<file path="config.mk">
export PLATFORM = sky130hd
export DESIGN_NAME = rom_custom
export DESIGN_NICKNAME = d
export VERILOG_FILES = /design/src/rtl/rom_custom.sv
export SDC_FILE = /design/constraint.sdc
export NUM_CORES = 1
export LEC_CHECK = 0
export CORE_MARGIN = 4
export CORE_UTILIZATION = 39
export CTS_BUF_LIST = sky130_fd_sc_hd__clkbuf_4 sky130_fd_sc_hd__clkbuf_8 sky130_fd_sc_hd__clkbuf_16
export DETAILED_ROUTE_END_ITERATION = 6
export PLACE_DENSITY = 0.69
export RECOVER_POWER = 50
export SKIP_CTS_REPAIR_TIMING = 1
export SYNTH_ARGS = -nofsm -noshare
export SYNTH_HDL_FRONTEND = slang
export SYNTH_SLANG_ARGS = --single-unit
</file>
<file path="constraint.sdc">
create_clock -name clk -period 0.8 [get_ports clk]
set_input_delay 0.16 -clock clk [delete_from_list [all_inputs] [get_ports clk]]
set_output_delay 0.16 -clock clk [all_outputs]
set_load 0.1 [all_outputs]
</file>
<file path="src/rtl/rom_custom.sv">
// rom_custom: fixed 16 x 8 lookup table (bit masks, test patterns)
// registered read port with valid strobe and even-parity bit
module rom_custom #(
  parameter int ADDR_W = 4,
  parameter int DATA_W = 8
) (
  input  logic              clk,
  input  logic              rst_n,
  input  logic              en,
  input  logic [ADDR_W-1:0] addr,
  output logic [DATA_W-1:0] data_out,
  output logic              valid,
  output logic              parity
);

  logic [DATA_W-1:0] rom_byte;
  logic [DATA_W-1:0] data_d, data_q;
  logic              par_d, par_q;
  logic              valid_d, valid_q;

  // constant table as pure decode logic, no storage
  always_comb begin
    rom_byte = '0;
    case (addr)
      4'h0: rom_byte = 8'h01;
      4'h1: rom_byte = 8'h02;
      4'h2: rom_byte = 8'h04;
      4'h3: rom_byte = 8'h08;
      4'h4: rom_byte = 8'h10;
      4'h5: rom_byte = 8'h20;
      4'h6: rom_byte = 8'h40;
      4'h7: rom_byte = 8'h80;
      4'h8: rom_byte = 8'hFF;
      4'h9: rom_byte = 8'hAA;
      4'hA: rom_byte = 8'h55;
      4'hB: rom_byte = 8'h0F;
      4'hC: rom_byte = 8'hF0;
      4'hD: rom_byte = 8'h3C;
      4'hE: rom_byte = 8'hC3;
      4'hF: rom_byte = 8'h00;
      default: rom_byte = '0;
    endcase
  end

  // load byte and parity on a read, hold them when idle
  always_comb begin
    data_d  = data_q;
    par_d   = par_q;
    valid_d = 1'b0;
    if (en) begin
      data_d  = rom_byte;
      par_d   = ^rom_byte;
      valid_d = 1'b1;
    end
  end

  // output registers, cleared at once by reset
  always_ff @(posedge clk or negedge rst_n) begin
    if (!rst_n) begin
      data_q  <= '0;
      par_q   <= 1'b0;
      valid_q <= 1'b0;
    end else begin
      data_q  <= data_d;
      par_q   <= par_d;
      valid_q <= valid_d;
    end
  end

  assign data_out = data_q;
  assign parity   = par_q;
  assign valid    = valid_q;

endmodule

</file>
Fig. 1: run 1, metal 2
(8 px per um)
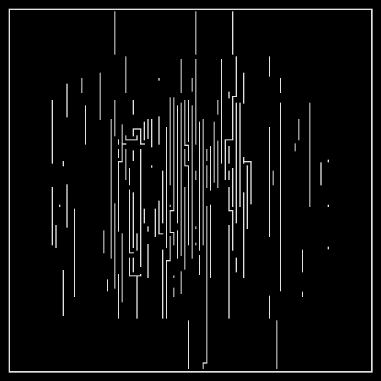
longest straight run = 23.5 um
nets with wire on the layer = 76
share of all routed wire = 47%

Fig. 2: run 1, cell sizes after repair
(10 px per um)
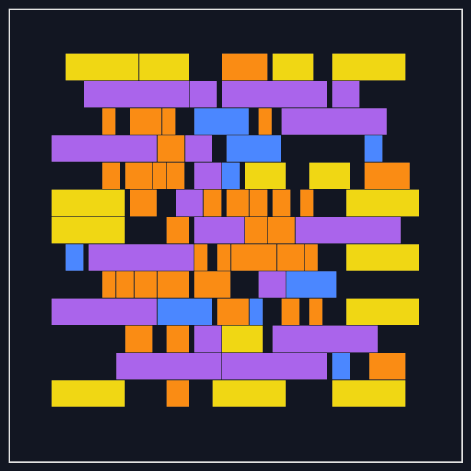
blue -> _2 cells  # cells 9, most used clkbuf_2
purple -> _3 and _4 cells  # cells 18, most used dfrtp_4
yellow -> _6 and larger  # cells 15, most used buf_12
orange -> _0 and _1 cells  # cells 37, most used nand2_1

Fig. 3: run 1, a small window of the routed layout
Region (10, 10) to (35, 35) um. Cells in gray, sequential cells in the stronger gray; small squares are vias.
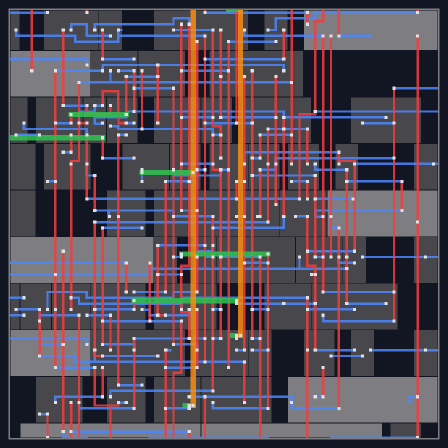
red -> metal 2
orange -> metal 4
green -> metal 3
blue -> metal 1
most frequent = nand2_1 (6), a21oi_1 (5), dfrtp_4 (4)
cells with their middle in the window = 50
sequential cells in the window = 4
netlist names of flops here include = `data_out` (3), `parity` (1)

==> impl_metrics.json, run 1 <==
{
  "status": "finished, violations left",
  "violations": "setup timing",
  "io_pins": 17,
  "drc": 0,
  "mux_share": 0.0186,
  "yosys_area_um2": 538,
  "path_depth": 1,
  "top_usage_layer": "met2",
  "p_leak_nw": 0.421,
  "maxPowerGroup": "combinational cells",
  "dp_cells": 86,
  "cp.required_ns": 0.64,
  "drt_iter0_drc": 18,
  "grt_usage": 0.141,
  "dpl.hpwl_um": 871,
  "top_area_cell": "dfrtp_1",
  "cts_buffers": 3,
  "critical_path_buf_inv_count": 1,
  "wirelength_mm": 1.48,
  "area_dominant_class": "non-clock buffers",
  "root_buffer": "clkbuf_4",
  "die_x_um": 45.1,
  "setup_slack_ns": -0.301,
  "hold_viol_final": 0,
  "cts_tree": "done",
  "area_share_nonclk_buffers": 0.364,
  "synth.avg_cell_area_um2": 10.2,
  "critPathTopFamily": "flip-flops",
  "comb_share": 0.273,
  "final.fill_count": 100,
  "grt_pass1_wl_mm": 2.04,
  "finish.utilization": 0.733,
  "dr.pass1.iters": 4,
  "initial_core_util": 0.413,
  "place_ws_ns": -0.613,
  "skew_ns": 0,
  "synth.logic.top_family": "AND-OR/OR-AND gates",
  "p_clk_frac": 0.240,
  "finalSetupViolCount": 11,
  "cp_cell_sequence": "buf_12",
  "max_freq_mhz": 908,
  "n_all_buffers": 27,
  "slew_headroom": 0.793,
  "fin_crit_ns": 1.10,
  "worstHoldEndpoint": "data_out[6]",
  "xor_share": 0,
  "clockBufferDepth": 2,
  "use_met1": 0.190,
  "worstReg2RegStart": "data_out[1]",
  "power.switching_mw": 0.763,
  "crit_type": "flop to primary output",
  "synth-simple-area-share": 0.160,
  "grt_pass1_vias": 444,
  "chipArea_mm2": 0.00204,
  "use_met2": 0.206,
  "fp.dieH_um": 45.1,
  "num-multi-input-gates": 37,
  "largest_reg_flops": 8,
  "area_share_clock_buf_inv": 0.0381,
  "yosysWarnings": 0,
  "gp_congestion": 0.774,
  "final_cell_mix": "dfrtp_4 (10), buf_12 (10), nand2_1 (6)",
  "routed_via_density": 5.53,
  "nClkBuffers": 4
}
## run 1: routing by layer
| layer | share of wire | vias up |
|---|---|---|
| li1 | - | 241 |
| met1 | 0.43 | 250 |
| met2 | 0.47 | 22 |
| met3 | 0.068 | 7 |
| met4 | 0.034 | 0 |
| met5 | 0 | - |
## run 1: per-stage QoR
| stage | instance area [um2] | setup TNS, ns | power (mW) | hold slack [ns] |
|---|---|---|---|---|
| final | 953 | -3.14 | 1.94 | 0.260 |
| after global routing | 953 | -3.39 | 2.02 | 0.294 |
| after CTS | 903 | -5.22 | 1.91 | 0.185 |
| after detailed placement | 867 | -4.85 | 1.45 | 0.466 |
| after global placement | 867 | -4.68 | 1.45 | 0.467 |
| after floorplan | 576 | -0.887 | 1.13 | -0.136 |
Fig. 4: run 1, track usage over the die
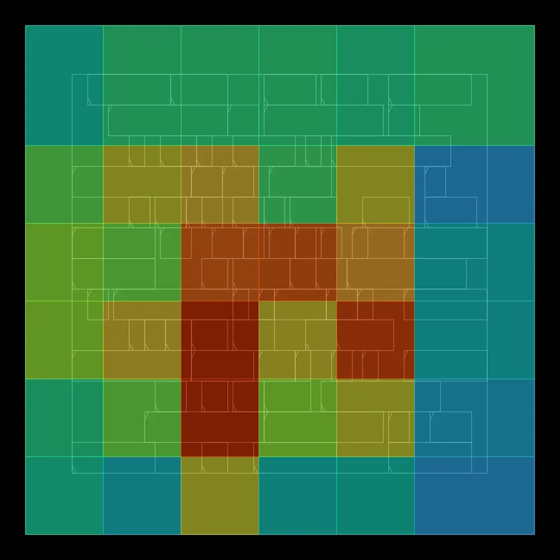

==> run 2: changes to the inputs <==
==> constraint.sdc (replaced) <==
create_clock -name clk -period 0.8 [get_ports clk]
set_input_delay 0.12 -clock clk [delete_from_list [all_inputs] [get_ports clk]]
set_output_delay 0.12 -clock clk [all_outputs]
set_load 0.1 [all_outputs]
Fig. 5: run 2, track usage over the die
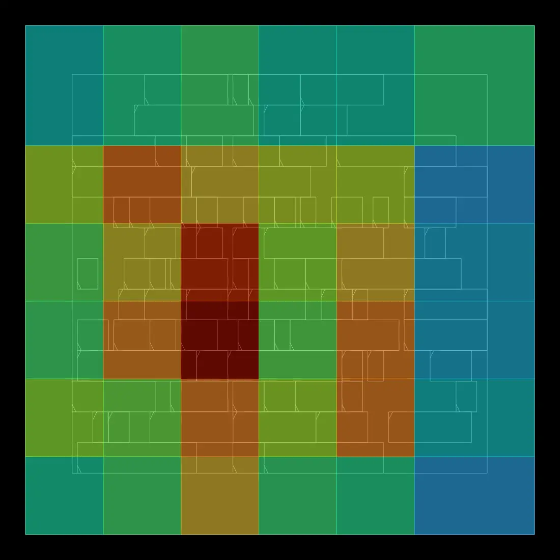
GR peak layer: met2
met2 usage: 0.246
Avg WL per Cell: 15.4 um
met1 global-route usage: 0.196
total track usage: 0.157

==> run 2 against run 1 <==
  * The flow still finishes with violations (setup timing)
  * Via count down 2.7%
  * Wire length decreased by 3.4%
  * Global-route usage is 1.6 points higher
  * Clock power up 3%
  * Sequential power is essentially flat
  * Clock skew is the same
  * Cell area decreased by 0.39%
  * Synthesized area is the same
  * Count of clock-buffer cells in the layout unchanged
  * Combinational power fell by 1%
  * Critical path type unchanged
  * Critical endpoint unchanged
==> impl_metrics.json, run 2 <==
{
  "largest_reg_flops": 8,
  "cpPeakStageDelay_ns": 0.50,
  "dpl.hpwl_um": 929,
  "fp.dieH_um": 45.1,
  "drive_gt1_frac": 0.500,
  "gr-total-overflow": 0,
  "final.fill_count": 94,
  "antenna_found_initial": 0,
  "final_cell_mix": "buf_12 (10), dfrtp_4 (9), nand2_1 (6)",
  "clockBufferDepth": 2,
  "start_kind": "flop",
  "worstReg2RegStart": "data_out[1]",
  "drc": 0,
  "core_mm2": 0.00130,
  "synth.avg_cell_area_um2": 10.2,
  "xor_share": 0,
  "gp_congestion": 0.813,
  "io_pins": 17,
  "cp_cell_sequence": "buf_12",
  "grt_start_max_net_pins": 13,
  "drt_iter0_drc": 15,
  "initial_core_util": 0.413,
  "placed_area_um2": 872,
  "chipArea_mm2": 0.00204,
  "synth_stat.cells": 53,
  "final_cell_area_um2": 950,
  "holdWs_ns": 0.241,
  "crit_arrival_ns": 0.95,
  "cp.required_ns": 0.68,
  "cp-startpoint": "data_out[7]",
  "grt_pass1_wl_mm": 2.24,
  "wirelength_mm": 1.43,
  "routed_via_density": 5.44,
  "m1WireLength_um": 599,
  "topRoutingLayerUsed": "met4",
  "antenna_cells": 0,
  "yosysWarnings": 0,
  "setup_tns_ns": -2.51,
  "dp_cells": 87,
  "setup_slack_ns": -0.265,
  "die_x_um": 45.1,
  "cts_buffers": 3,
  "top_area_cell": "dfrtp_1",
  "async_flop_share": 1.00,
  "max_freq_mhz": 939,
  "yosys_area_um2": 538,
  "root_buffer": "clkbuf_4",
  "p_total_mw": 1.94,
  "status": "finished, violations left",
  "tightest_slew_ns": 0.273,
  "dr.pass1.iters": 4,
  "wl_met3_um": 80,
  "cellPowerDensity_mw_per_mm2": 2040,
  "grt_pass1_vias": 471,
  "syn_area_um2": 538,
  "maxSlewViolCount": 0,
  "p_leak_nw": 0.423,
  "synth_top_flop_cell": "dfrtp_1",
  "ys_seq_share": 0.465,
  "syn-instance-count": 53,
  "route.met2.wl_um": 722,
  "yosysUniqueCellTypes": 27,
  "htreeDepth": 1,
  "ys_top_cells_by_count": "dfrtp_1 (10), nand2_1 (6), a21oi_1 (5)",
  "hold_viol_final": 0,
  "finish.utilization": 0.730,
  "rows": 13,
  "synth-simple-area-share": 0.160,
  "area_growth_pct": 76.5,
  "path_max_fanout": 2,
  "worstHoldPathType": "primary input to asynchronous set/reset pin",
  "crit_type": "flop to primary output",
  "synth.logic.top_family": "AND-OR/OR-AND gates",
  "path_depth": 1,
  "skew_ns": 0,
  "topCellsByArea": "dfrtp_1 (47%), a21oi_1 (4.7%), buf_6 (4.2%)",
  "critical_path_buf_inv_count": 1,
  "rsz0062_at_grt": "yes",
  "slew_headroom": 0.818,
  "critPathTopFamily": "flip-flops",
  "finalSetupViolCount": 10,
  "cts_tree": "done",
  "slowest_stage": "dfrtp_4",
  "mux_share": 0.0186,
  "fin_crit_ns": 1.07,
  "violations": "setup timing",
  "ant_nets": 0,
  "r2r_cells": 2,
  "place_ws_ns": -0.616
}
Fig. 6: run 2, cell density map
(8 px per um) 9 x 9 tiles, from black (low) to pale yellow (high), 0 to 100% covered.
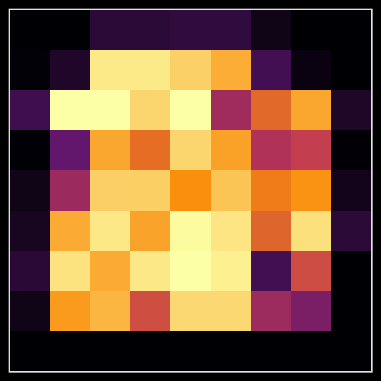
nearly empty tiles = 24%
tiles over 75% full = 40%
fullest tile = 100%
mean over tiles = 46%

run 2: cell counts after synthesis:
No cell type changed its count.
run 2: final timing paths:
check | to | slack (ns)
min in group clk | data_out[1] | 0.25
max in group asynchronous | data_out[0] | 0.31
max reg2reg | data_out[1] | 0
min | parity | 0.24
max | data_out[7] | -0.27
min reg2reg | data_out[6] | 0.56
run 2: report_power, final:
part           switching (mW)  internal (mW)  leakage (nW)
clock network           0.201          0.277        0.0210
registers              0.0559          0.586         0.110
logic                   0.514          0.308         0.293
total                   0.770           1.17         0.423
run 2: cell type report:
cell class,instances,area [um2],area share
inverter,1,3.75,0.00395
sequential,10,285,0.300
multi-input combinational,37,264,0.278
tap,15,18.8,0.0198
timing repair buffer,26,342,0.360
clock buffer,4,36.3,0.0382
==> run 3: changes to the inputs <==
- CTS_CLUSTER_DIAMETER: unset -> 120
Fig. 7: run 3, track usage over the die
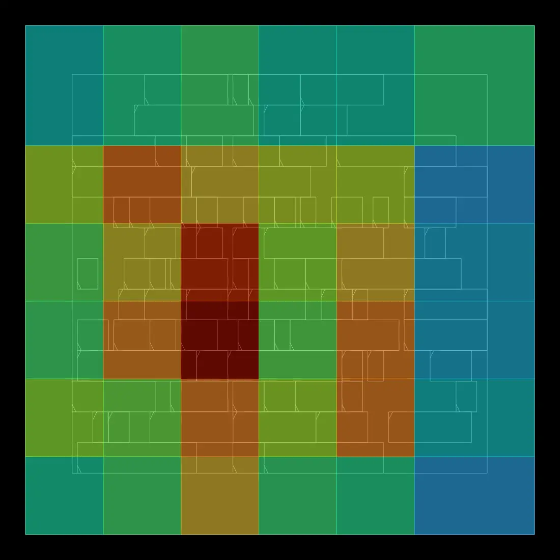
post-layout util: 0.730
met3 usage: 0.0398

==> run 3 against run 2 <==
  * The run still ends with setup timing left
  * Worst hold slack stayed put
  * Clock skew is the same
  * Clock power about the same
  * Critical path type unchanged
  * Largest cell class unchanged
  * Highest routed layer unchanged
==> impl_metrics.json, run 3 <==
{
  "seq_share": 0.300,
  "syn-instance-count": 53,
  "dp_cells": 87,
  "drv_cap": 0,
  "gp_congestion": 0.813,
  "violations": "setup timing",
  "placed_area_um2": 872,
  "top_usage_layer": "met2",
  "area_dominant_class": "non-clock buffers",
  "top_area_cell": "dfrtp_1",
  "grt_pass1_wl_mm": 2.24,
  "skew_ns": 0,
  "internal-power_mw": 1.17,
  "cp_cell_sequence": "buf_12",
  "edf_count": 0,
  "syn_area_um2": 538,
  "cts.sinks": 10,
  "drt_iter0_drc": 15,
  "finalSetupViolCount": 10,
  "cp.required_ns": 0.68,
  "layout.nets": 86,
  "status": "finished, violations left",
  "pwr-share-comb": 0.423,
  "p_clk_frac": 0.246,
  "finalClockPeriodUsage": 1.33,
  "vdd_ir_drop_max_uv": 1970,
  "path_max_fanout": 2,
  "critPathTopFamily": "flip-flops",
  "grt_usage": 0.157,
  "async_flop_share": 1.00,
  "synth.avg_cell_area_um2": 10.2,
  "p_clk_mw": 0.477,
  "chipArea_mm2": 0.00204,
  "synth_flop_count": 10,
  "route.met2.wl_um": 722,
  "slew_headroom": 0.818,
  "slowest_stage": "dfrtp_4",
  "wire_per_inst_um": 15.4,
  "comb_power_mw": 0.822,
  "final_cell_area_um2": 950,
  "largest_reg_flops": 8,
  "dr.pass1.iters": 4,
  "holdWs_ns": 0.241,
  "clkLatencyLatePin_ns": 0.27,
  "crit_arrival_ns": 0.95,
  "ant_nets": 0,
  "comb_share": 0.278,
  "root_buffer": "clkbuf_4",
  "final.fill_count": 94,
  "yosysMostFrequentCell": "dfrtp_1",
  "flop_area_um2": 285,
  "cts_tree": "done",
  "grt_pass1_vias": 471,
  "max_freq_mhz": 939,
  "final_cells": 93,
  "seqPwrFrac": 0.331,
  "endpoint_kind": "primary output",
  "setup_slack_ns": -0.265,
  "io_buffers": 16,
  "drc": 0,
  "rows": 13,
  "nWellTaps": 15,
  "comb_area_um2": 264,
  "p_total_mw": 1.94,
  "rsz0062_at_grt": "yes",
  "nClkBuffers": 4,
  "m1WireLength_um": 599,
  "hold_viol_final": 0,
  "synth_stat.cells": 53,
  "worstHoldPathType": "primary input to asynchronous set/reset pin",
  "antenna_found_initial": 0,
  "initial_core_util": 0.413,
  "use_met1": 0.196,
  "p_leak_nw": 0.423,
  "seq-power_mw": 0.642,
  "area_growth_pct": 76.5,
  "antenna_cells": 0,
  "topRoutingLayerUsed": "met4",
  "gr-total-overflow": 0,
  "use_met2": 0.246,
  "yosysUniqueCellTypes": 27,
  "drive_gt1_frac": 0.500,
  "area_share_clock_buf_inv": 0.0382,
  "warnings": 28,
  "io_pins": 17,
  "htreeDepth": 1,
  "cts_buffers": 3,
  "inverters": 1,
  "core_mm2": 0.00130,
  "topCellsByArea": "dfrtp_1 (47%), a21oi_1 (4.7%), buf_6 (4.2%)",
  "yosysWarnings": 0,
  "cpPeakStageDelay_ns": 0.50,
  "tightest_slew_ns": 0.273,
  "grt_start_max_net_pins": 13,
  "start_kind": "flop",
  "wl_met3_um": 80,
  "ys_seq_share": 0.465,
  "final_cell_mix": "buf_12 (10), dfrtp_4 (9), nand2_1 (6)",
  "clk_pin_slew_ns": 0.08,
  "num-multi-input-gates": 37,
  "switching_share": 0.397,
  "top_area_frac": 0.465,
  "place_ws_ns": -0.616,
  "area_share_nonclk_buffers": 0.360,
  "layout.cells.most_common": "buf_12",
  "fin_crit_ns": 1.07,
  "n_all_buffers": 26,
  "setup_tns_ns": -2.51,
  "fp.dieH_um": 45.1,
  "maxPowerGroup": "combinational cells",
  "fp_nets": 60,
  "critical_path_buf_inv_count": 1,
  "maxSlewViolCount": 0,
  "dpl.hpwl_um": 929,
  "power.switching_mw": 0.770,
  "synth_top_flop_cell": "dfrtp_1",
  "cellPowerDensity_mw_per_mm2": 2040,
  "crit_type": "flop to primary output",
  "ys_top_cells_by_count": "dfrtp_1 (10), nand2_1 (6), a21oi_1 (5)",
  "die_x_um": 45.1,
  "flops": 10,
  "clockBufferDepth": 2,
  "yosys_area_um2": 538,
  "routed_via_density": 5.44
}
Fig. 8: run 3, metal 2
(8 px per um)
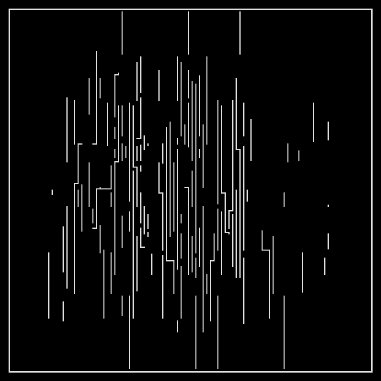
main direction = vertical
share of all routed wire = 51%
nets with wire on the layer = 72
wire length on this layer = 723 um
longest straight run = 21.1 um
Routed WL: 1.43 mm
DR vias: 506

## run 3: worst paths after layout
path / depth (start not counted) / start / endpoint / slack [ns]
setup / recovery: 1 / data_out[7] / data_out[7] / -0.27
hold / removal: 2 / rst_n / parity / 0.24
setup reg to reg: 2 / data_out[1] / data_out[1] / 0
hold reg to reg: 2 / data_out[6] / data_out[6] / 0.56
max in group asynchronous: 2 / rst_n / data_out[0] / 0.31
min in group clk: 3 / addr[2] / data_out[1] / 0.25
## run 3: cells by family after synthesis
| family | count (synthesis) | share of synthesized area |
|---|---|---|
| AND/OR/NAND/NOR | 16 | 0.160 |
| multiplexers | 1 | 0.0186 |
| AND-OR/OR-AND | 20 | 0.274 |
| flip-flops | 10 | 0.465 |
| buffers and inverters | 6 | 0.0814 |
Power figures rest on the tool's default switching activity, not on a simulated workload.
